File: src/rtl/c2f_dsc_reader_pkg.sv
// Shared PCIe constants: descriptor layout, MMIO register indices and reader FSM states.
package pcie_consts;

  typedef struct packed {
    logic [31:0] length;
    logic [63:0] buf_addr;
  } dsc_t;

  localparam logic [2:0] REG_BASE_LO   = 3'd0;
  localparam logic [2:0] REG_BASE_HI   = 3'd1;
  localparam logic [2:0] REG_RING_SIZE = 3'd2;
  localparam logic [2:0] REG_TAIL      = 3'd3;
  localparam logic [2:0] REG_ENABLE    = 3'd4;

  localparam int unsigned MAX_BURST = 8;

  typedef enum logic {
    IDLE = 1'b0,
    REQ  = 1'b1
  } rd_state_e;

endpackage

File: src/rtl/c2f_dsc_reader_if.sv
// Avalon burst-read master bus plus descriptor output stream of the C2F descriptor reader.
interface c2f_dsc_reader_if import pcie_consts::*; ();
    logic          pcie_bas_waitrequest;
    logic [63:0]   pcie_bas_address;
    logic          pcie_bas_read;
    logic [3:0]    pcie_bas_burstcount;
    logic [511:0]  pcie_bas_readdata;
    logic          pcie_bas_readdatavalid;
    logic [1:0]    pcie_bas_response;
    dsc_t          dsc_out_data;
    logic          dsc_out_valid;
    logic          dsc_out_ready;

    modport master (
        input  pcie_bas_waitrequest, pcie_bas_readdata, pcie_bas_readdatavalid,
               pcie_bas_response, dsc_out_ready,
        output pcie_bas_address, pcie_bas_read, pcie_bas_burstcount,
               dsc_out_data, dsc_out_valid
    );

    modport slave (
        output pcie_bas_waitrequest, pcie_bas_readdata, pcie_bas_readdatavalid,
               pcie_bas_response, dsc_out_ready,
        input  pcie_bas_address, pcie_bas_read, pcie_bas_burstcount,
               dsc_out_data, dsc_out_valid
    );
endinterface

File: src/rtl/c2f_dsc_reader_fifo.sv
// Show-ahead descriptor buffer with occupancy output; a push while full is only taken with a pop.
module c2f_dsc_fifo #(
    parameter int unsigned DEPTH = 16,
    parameter int unsigned WIDTH = 96
) (
    input  logic                     clk,
    input  logic                     rst_n,
    input  logic                     push,
    input  logic [WIDTH-1:0]         din,
    input  logic                     pop,
    output logic [WIDTH-1:0]         dout,
    output logic                     valid,
    output logic [$clog2(DEPTH):0]   occupancy
);
    localparam int unsigned AW = $clog2(DEPTH);

    logic [WIDTH-1:0] r_mem [DEPTH];
    logic [AW-1:0]    r_wptr;
    logic [AW-1:0]    r_rptr;
    logic [AW:0]      r_count;
    logic             w_push;
    logic             w_pop;

    assign w_pop  = pop && (r_count != '0);
    assign w_push = push && ((r_count != (AW+1)'(DEPTH)) || w_pop);

    always_ff @(posedge clk or negedge rst_n) begin
        if (!rst_n) begin
            r_wptr  <= '0;
            r_rptr  <= '0;
            r_count <= '0;
        end else begin
            if (w_push) r_wptr <= r_wptr + 1'b1;
            if (w_pop)  r_rptr <= r_rptr + 1'b1;
            case ({w_push, w_pop})
                2'b10:   r_count <= r_count + 1'b1;
                2'b01:   r_count <= r_count - 1'b1;
                default: r_count <= r_count;
            endcase
        end
    end

    always_ff @(posedge clk) begin
        if (w_push) r_mem[r_wptr] <= din;
    end

    assign dout      = r_mem[r_rptr];
    assign valid     = (r_count != '0);
    assign occupancy = r_count;
endmodule

File: src/rtl/c2f_dsc_reader.sv
// CPU-to-FPGA descriptor ring reader: bursts descriptors from host memory into a credit-limited FIFO.
// Optional C2F_DSC_STATS_EN adds consumed-descriptor and byte counters.
module c2f_dsc_reader import pcie_consts::*; #(
    parameter int unsigned RB_AWIDTH  = 10,
    parameter int unsigned FIFO_DEPTH = 16
) (
    input  logic                  pcie_clk,
    input  logic                  pcie_reset_n,
    input  logic                  cfg_write,
    input  logic [2:0]            cfg_addr,
    input  logic [31:0]           cfg_writedata,
    c2f_dsc_reader_if.master      bus,
    output logic [RB_AWIDTH:0]    head,
    output logic [31:0]           rd_err_cnt
`ifdef C2F_DSC_STATS_EN
    ,
    output logic [31:0]           dsc_cnt,
    output logic [63:0]           byte_cnt
`endif
);
    localparam int unsigned IW = RB_AWIDTH + 1;
    localparam int unsigned CW = $clog2(FIFO_DEPTH) + 1;

    rd_state_e      r_state, w_state_nxt;
    logic [63:0]    r_base, r_addr;
    logic [IW-1:0]  r_size, r_tail, r_req_ptr, r_head, r_mask_lat;
    logic           r_en;
    logic [3:0]     r_burst;
    logic [CW-1:0]  r_outst;
    logic [31:0]    r_err_cnt;

    logic [IW-1:0]  w_mask, w_avail, w_to_wrap, w_burst_calc;
    logic [CW-1:0]  w_occ, w_credits;
    logic           w_issue, w_accept, w_beat_ok, w_pop, w_fifo_valid;
    logic           w_unused_bits;

    assign w_mask    = r_size - 1'b1;
    assign w_avail   = (r_tail - r_req_ptr) & w_mask;
    assign w_to_wrap = r_size - r_req_ptr;
    assign w_credits = CW'(FIFO_DEPTH) - w_occ - r_outst;
    assign w_beat_ok = bus.pcie_bas_readdatavalid && (r_outst != '0);
    assign w_pop     = w_fifo_valid && bus.dsc_out_ready;
    assign w_unused_bits = ^{bus.pcie_bas_readdata[511:96], cfg_writedata[31:IW]};

    // Burst stops at the smallest of: max burst, pending entries, ring wrap, free credits.
    always_comb begin
        w_burst_calc = IW'(MAX_BURST);
        if (w_avail < w_burst_calc)          w_burst_calc = w_avail;
        if (w_to_wrap < w_burst_calc)        w_burst_calc = w_to_wrap;
        if (IW'(w_credits) < w_burst_calc)   w_burst_calc = IW'(w_credits);
    end

    always_comb begin
        w_state_nxt = r_state;
        w_issue     = 1'b0;
        w_accept    = 1'b0;
        case (r_state)
            IDLE: if (r_en && (w_avail != '0) && (w_credits != '0)) begin
                w_issue     = 1'b1;
                w_state_nxt = REQ;
            end
            REQ: if (!bus.pcie_bas_waitrequest) begin
                w_accept    = 1'b1;
                w_state_nxt = IDLE;
            end
            default: w_state_nxt = IDLE;
        endcase
    end

    always_ff @(posedge pcie_clk or negedge pcie_reset_n) begin
        if (!pcie_reset_n) begin
            r_state    <= IDLE;
            r_base     <= '0;
            r_size     <= '0;
            r_tail     <= '0;
            r_en       <= 1'b0;
            r_req_ptr  <= '0;
            r_head     <= '0;
            r_mask_lat <= '0;
            r_addr     <= '0;
            r_burst    <= '0;
            r_outst    <= '0;
            r_err_cnt  <= '0;
        end else begin
            r_state <= w_state_nxt;
            if (cfg_write) begin
                case (cfg_addr)
                    REG_BASE_LO:   r_base[31:0]  <= cfg_writedata;
                    REG_BASE_HI:   r_base[63:32] <= cfg_writedata;
                    REG_RING_SIZE: r_size        <= cfg_writedata[IW-1:0];
                    REG_TAIL:      r_tail        <= cfg_writedata[IW-1:0] & w_mask;
                    REG_ENABLE:    r_en          <= cfg_writedata[0];
                    default: ;
                endcase
            end
            // Geometry is latched at issue so later ring_size/base writes only affect new bursts.
            if (w_issue) begin
                r_addr     <= r_base + 64'({r_req_ptr, 6'b0});
                r_burst    <= w_burst_calc[3:0];
                r_mask_lat <= w_mask;
            end
            if (w_accept) r_req_ptr <= (r_req_ptr + IW'(r_burst)) & r_mask_lat;
            r_outst <= r_outst + (w_accept ? CW'(r_burst) : '0) - (w_beat_ok ? CW'(1) : '0);
            if (w_beat_ok && (bus.pcie_bas_response != 2'b00)) r_err_cnt <= r_err_cnt + 1'b1;
            if (w_pop) r_head <= (r_head + 1'b1) & w_mask;
        end
    end

    c2f_dsc_fifo #(
        .DEPTH (FIFO_DEPTH),
        .WIDTH ($bits(dsc_t))
    ) u_fifo (
        .clk       (pcie_clk),
        .rst_n     (pcie_reset_n),
        .push      (w_beat_ok),
        .din       (bus.pcie_bas_readdata[95:0]),
        .pop       (w_pop),
        .dout      (bus.dsc_out_data),
        .valid     (w_fifo_valid),
        .occupancy (w_occ)
    );

    assign bus.dsc_out_valid       = w_fifo_valid;
    assign bus.pcie_bas_read       = (r_state == REQ);
    assign bus.pcie_bas_address    = r_addr;
    assign bus.pcie_bas_burstcount = r_burst;
    assign head                    = r_head;
    assign rd_err_cnt              = r_err_cnt;

`ifdef C2F_DSC_STATS_EN
    logic [31:0] r_dsc_cnt;
    logic [63:0] r_byte_cnt;

    always_ff @(posedge pcie_clk or negedge pcie_reset_n) begin
        if (!pcie_reset_n) begin
            r_dsc_cnt  <= '0;
            r_byte_cnt <= '0;
        end else if (w_pop) begin
            r_dsc_cnt  <= r_dsc_cnt + 1'b1;
            r_byte_cnt <= r_byte_cnt + 64'(bus.dsc_out_data.length);
        end
    end

    assign dsc_cnt  = r_dsc_cnt;
    assign byte_cnt = r_byte_cnt;
`endif
endmodule
File: src/flat_wrapper.sv
// flat-port wrapper written by rule: the top's interface ports become plain ports
module c2f_dsc_reader_flat import pcie_consts::*;
#(
    parameter int unsigned RB_AWIDTH  = 10,
    parameter int unsigned FIFO_DEPTH = 16
)
  (pcie_clk, pcie_reset_n, cfg_write, cfg_addr, cfg_writedata, head, rd_err_cnt, bus_pcie_bas_waitrequest, bus_pcie_bas_readdata, bus_pcie_bas_readdatavalid, bus_pcie_bas_response, bus_dsc_out_ready, bus_pcie_bas_address, bus_pcie_bas_read, bus_pcie_bas_burstcount, bus_dsc_out_data, bus_dsc_out_valid);
  c2f_dsc_reader_if bus_i ();
  input  logic pcie_clk;
  input  logic pcie_reset_n;
  input  logic cfg_write;
  input  logic [2:0] cfg_addr;
  input  logic [31:0] cfg_writedata;
  output logic [RB_AWIDTH:0] head;
  output logic [31:0] rd_err_cnt;
  input wire logic [$bits(bus_i.pcie_bas_waitrequest)-1:0] bus_pcie_bas_waitrequest;
  input wire logic [$bits(bus_i.pcie_bas_readdata)-1:0] bus_pcie_bas_readdata;
  input wire logic [$bits(bus_i.pcie_bas_readdatavalid)-1:0] bus_pcie_bas_readdatavalid;
  input wire logic [$bits(bus_i.pcie_bas_response)-1:0] bus_pcie_bas_response;
  input wire logic [$bits(bus_i.dsc_out_ready)-1:0] bus_dsc_out_ready;
  output wire logic [$bits(bus_i.pcie_bas_address)-1:0] bus_pcie_bas_address;
  output wire logic [$bits(bus_i.pcie_bas_read)-1:0] bus_pcie_bas_read;
  output wire logic [$bits(bus_i.pcie_bas_burstcount)-1:0] bus_pcie_bas_burstcount;
  output wire logic [$bits(bus_i.dsc_out_data)-1:0] bus_dsc_out_data;
  output wire logic [$bits(bus_i.dsc_out_valid)-1:0] bus_dsc_out_valid;
  assign bus_i.pcie_bas_waitrequest = bus_pcie_bas_waitrequest;
  assign bus_i.pcie_bas_readdata = bus_pcie_bas_readdata;
  assign bus_i.pcie_bas_readdatavalid = bus_pcie_bas_readdatavalid;
  assign bus_i.pcie_bas_response = bus_pcie_bas_response;
  assign bus_i.dsc_out_ready = bus_dsc_out_ready;
  assign bus_pcie_bas_address = bus_i.pcie_bas_address;
  assign bus_pcie_bas_read = bus_i.pcie_bas_read;
  assign bus_pcie_bas_burstcount = bus_i.pcie_bas_burstcount;
  assign bus_dsc_out_data = bus_i.dsc_out_data;
  assign bus_dsc_out_valid = bus_i.dsc_out_valid;
  c2f_dsc_reader #(.RB_AWIDTH(RB_AWIDTH), .FIFO_DEPTH(FIFO_DEPTH)) u_core (.pcie_clk(pcie_clk), .pcie_reset_n(pcie_reset_n), .cfg_write(cfg_write), .cfg_addr(cfg_addr), .cfg_writedata(cfg_writedata), .bus(bus_i), .head(head), .rd_err_cnt(rd_err_cnt));
endmodule
File: config.mk
export PLATFORM = sky130hd
export DESIGN_NAME = c2f_dsc_reader_flat
export DESIGN_NICKNAME = d
export VERILOG_FILES = /design/src/rtl/c2f_dsc_reader_pkg.sv /design/src/rtl/c2f_dsc_reader_if.sv /design/src/rtl/c2f_dsc_reader_fifo.sv /design/src/rtl/c2f_dsc_reader.sv /design/src/flat_wrapper.sv
export SDC_FILE = /design/constraint.sdc
export NUM_CORES = 2
export LEC_CHECK = 0
export CAP_MARGIN = 5
export CELL_PAD_IN_SITES_DETAIL_PLACEMENT = 0
export CELL_PAD_IN_SITES_GLOBAL_PLACEMENT = 1
export CORE_AREA = 2 2 452 454
export DETAILED_ROUTE_END_ITERATION = 7
export DIE_AREA = 0 0 454 456
export PLACE_DENSITY_LB_ADDON = 0.1
export RECOVER_POWER = 100
export SYNTH_ARGS = -nofsm -noshare
export SYNTH_HDL_FRONTEND = slang
export SYNTH_SLANG_ARGS = --single-unit
File: constraint.sdc
create_clock -name pcie_clk -period 20.9 [get_ports pcie_clk]
set_input_delay 3.135 -clock pcie_clk [delete_from_list [all_inputs] [get_ports pcie_clk]]
set_output_delay 3.135 -clock pcie_clk [all_outputs]
set_load 0.05 [all_outputs]
clock_wires.png
(1 px per um)
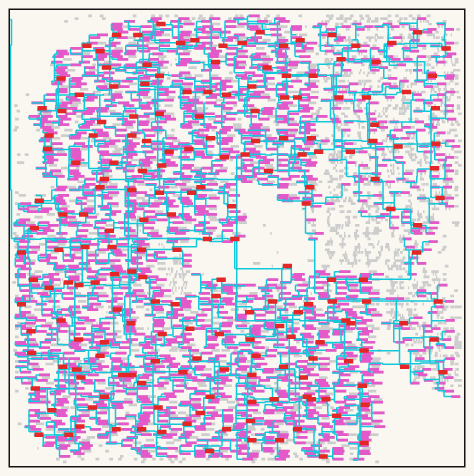
[red] clock-net drivers | count: 194
[magenta] flip-flops | count: 1775
[cyan] clock wires | length: 23.1 mm
routed clock nets: 195
flops lie: all over the die
Clk. pwr: 3.30 mW
clock share of power: 26.7%
Worst Skew: 0.0428 ns

clock_nets.png
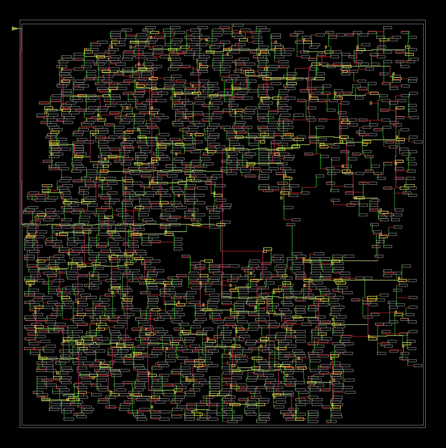
Num CTS Buffers: 194
clk ins delay skew pair: 0.85 ns
num sequential: 1775
clk_buf instances: 261

floorplan.png
Pins as bars on the die edge.
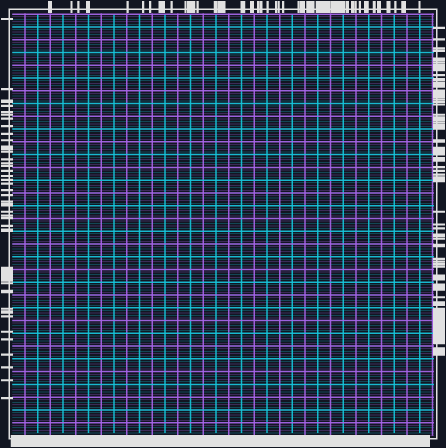
| colour | net |
|---|---|
| purple | VSS |
| cyan | VDD |
met1 rails: 166
met5 straps: 33
peak supply drop: 120 uV
core area: 0.202 mm^2

==> flow_summary.ini <==
; yosys + openroad results
[logic_synthesis]
area_leaders = edfxtp_1 65%, mux4_2 15%, dfrtp_1 8.5%, ha_1 1.3%, nand2_1 1.2%
ys_area_mm2 = 0.0705

[pwr]
p_int_mw = 7.98
top_power_group = sequential cells

[grt]
grt.met2_usage_pct = 29.5
grt-ovfl-total = 0

[sta]
finalMaxSlewViolations = 2141
fmax_mhz = 74.8

[floorplanning]
die_y_um = 456

[placement]
port_buffers = 347

[clock_tree]
postCtsSetupBuffers = 0
clock-sinks = 1775

[critical_path]
rr_startpoint = u_core.r_outst[4]$_DFF_PN0_
path_cells = clkbuf_1 -> buf_12 -> clkbuf_1 -> mux4_2 -> mux4_2 -> dlygate4sd3_1
cp_max_fo = 88
cp.arrival_ns = 10.23

[detailed_routing]
dr_wl_met2_um = 91300
highest_layer = met5
drc = 0
drtPass1Iterations = 7
drtIter0Drc = 2587

[finish]
final_cell_mix = 1536 x edfxtp_1, 480 x mux4_2, 299 x dlygate4sd3_1
area_delta_synth_final_pct = 18.1

[run_status]
status = finished with violations
violations = capacitance limit, slew limit

[job]
maxCapViolations = 60
==> metrics by stage <==
stage	power [mW]	std cells	utilization, %	hold WS [ns]	cell area (um^2)
final	12.4	6781	41.3	0.467	83200
after global routing	13.0	6776	41.2	0.496	83200
after CTS	12.7	6774	41.4	0.474	83500
after detailed placement	9.32	6417	38.3	0.453	77300
after global placement	9.32	6417	38.3	0.458	77300
after floorplan	7.76	3482	-	0.435	70500
==> cell type report <==
type | instances | area, um^2 | share of cell area, %
multi-input combinational | 1497 | 17600 | 21.1
tap | 2672 | 3340 | 4.02
clock buffer | 261 | 5220 | 6.27
clock inverter | 96 | 890 | 1.07
antenna | 7 | 17.5 | 0.0211
inverter | 67 | 251 | 0.302
sequential | 1775 | 52100 | 62.6
timing repair buffer | 406 | 3790 | 4.55
==> worst max path at each step <==
stage | slack (ns) | to | depth (start not counted)
after CTS | 11.33 | bus_dsc_out_data[75] | 6
after global placement | 12.27 | bus_dsc_out_data[73] | 6
after floorplan | 9.79 | u_core.u_fifo.r_mem[7][0]$_DFFE_PP_ | 4
final | 7.53 | bus_dsc_out_data[18] | 6
after global routing | 6.13 | bus_dsc_out_data[2] | 6
after detailed placement | 12.32 | bus_dsc_out_data[75] | 6
==> cells by family after synthesis <==
| family | count (synthesis) | share of synthesized area, % |
|---|---|---|
| buffers and inverters | 210 | 1.15 |
| xor gates and xnor gates | 135 | 1.68 |
| muxes | 549 | 16.4 |
| and+or+nand+nor | 478 | 3.13 |
| other | 1 | 0.00532 |
| DFF | 1775 | 74.0 |
| AOI/OAI and AO/OA | 246 | 2.10 |
| adders and majority gates | 82 | 1.53 |
==> critical path, delay by kind of cell, from the launching register on <==
| family | cells | cell delay, ns |
|---|---|---|
| DFF | 1 | 1.42 |
| muxes | 2 | 1.30 |
| buffers and inverters | 4 | 6.47 |
Power and IR drop assume default switching activity.
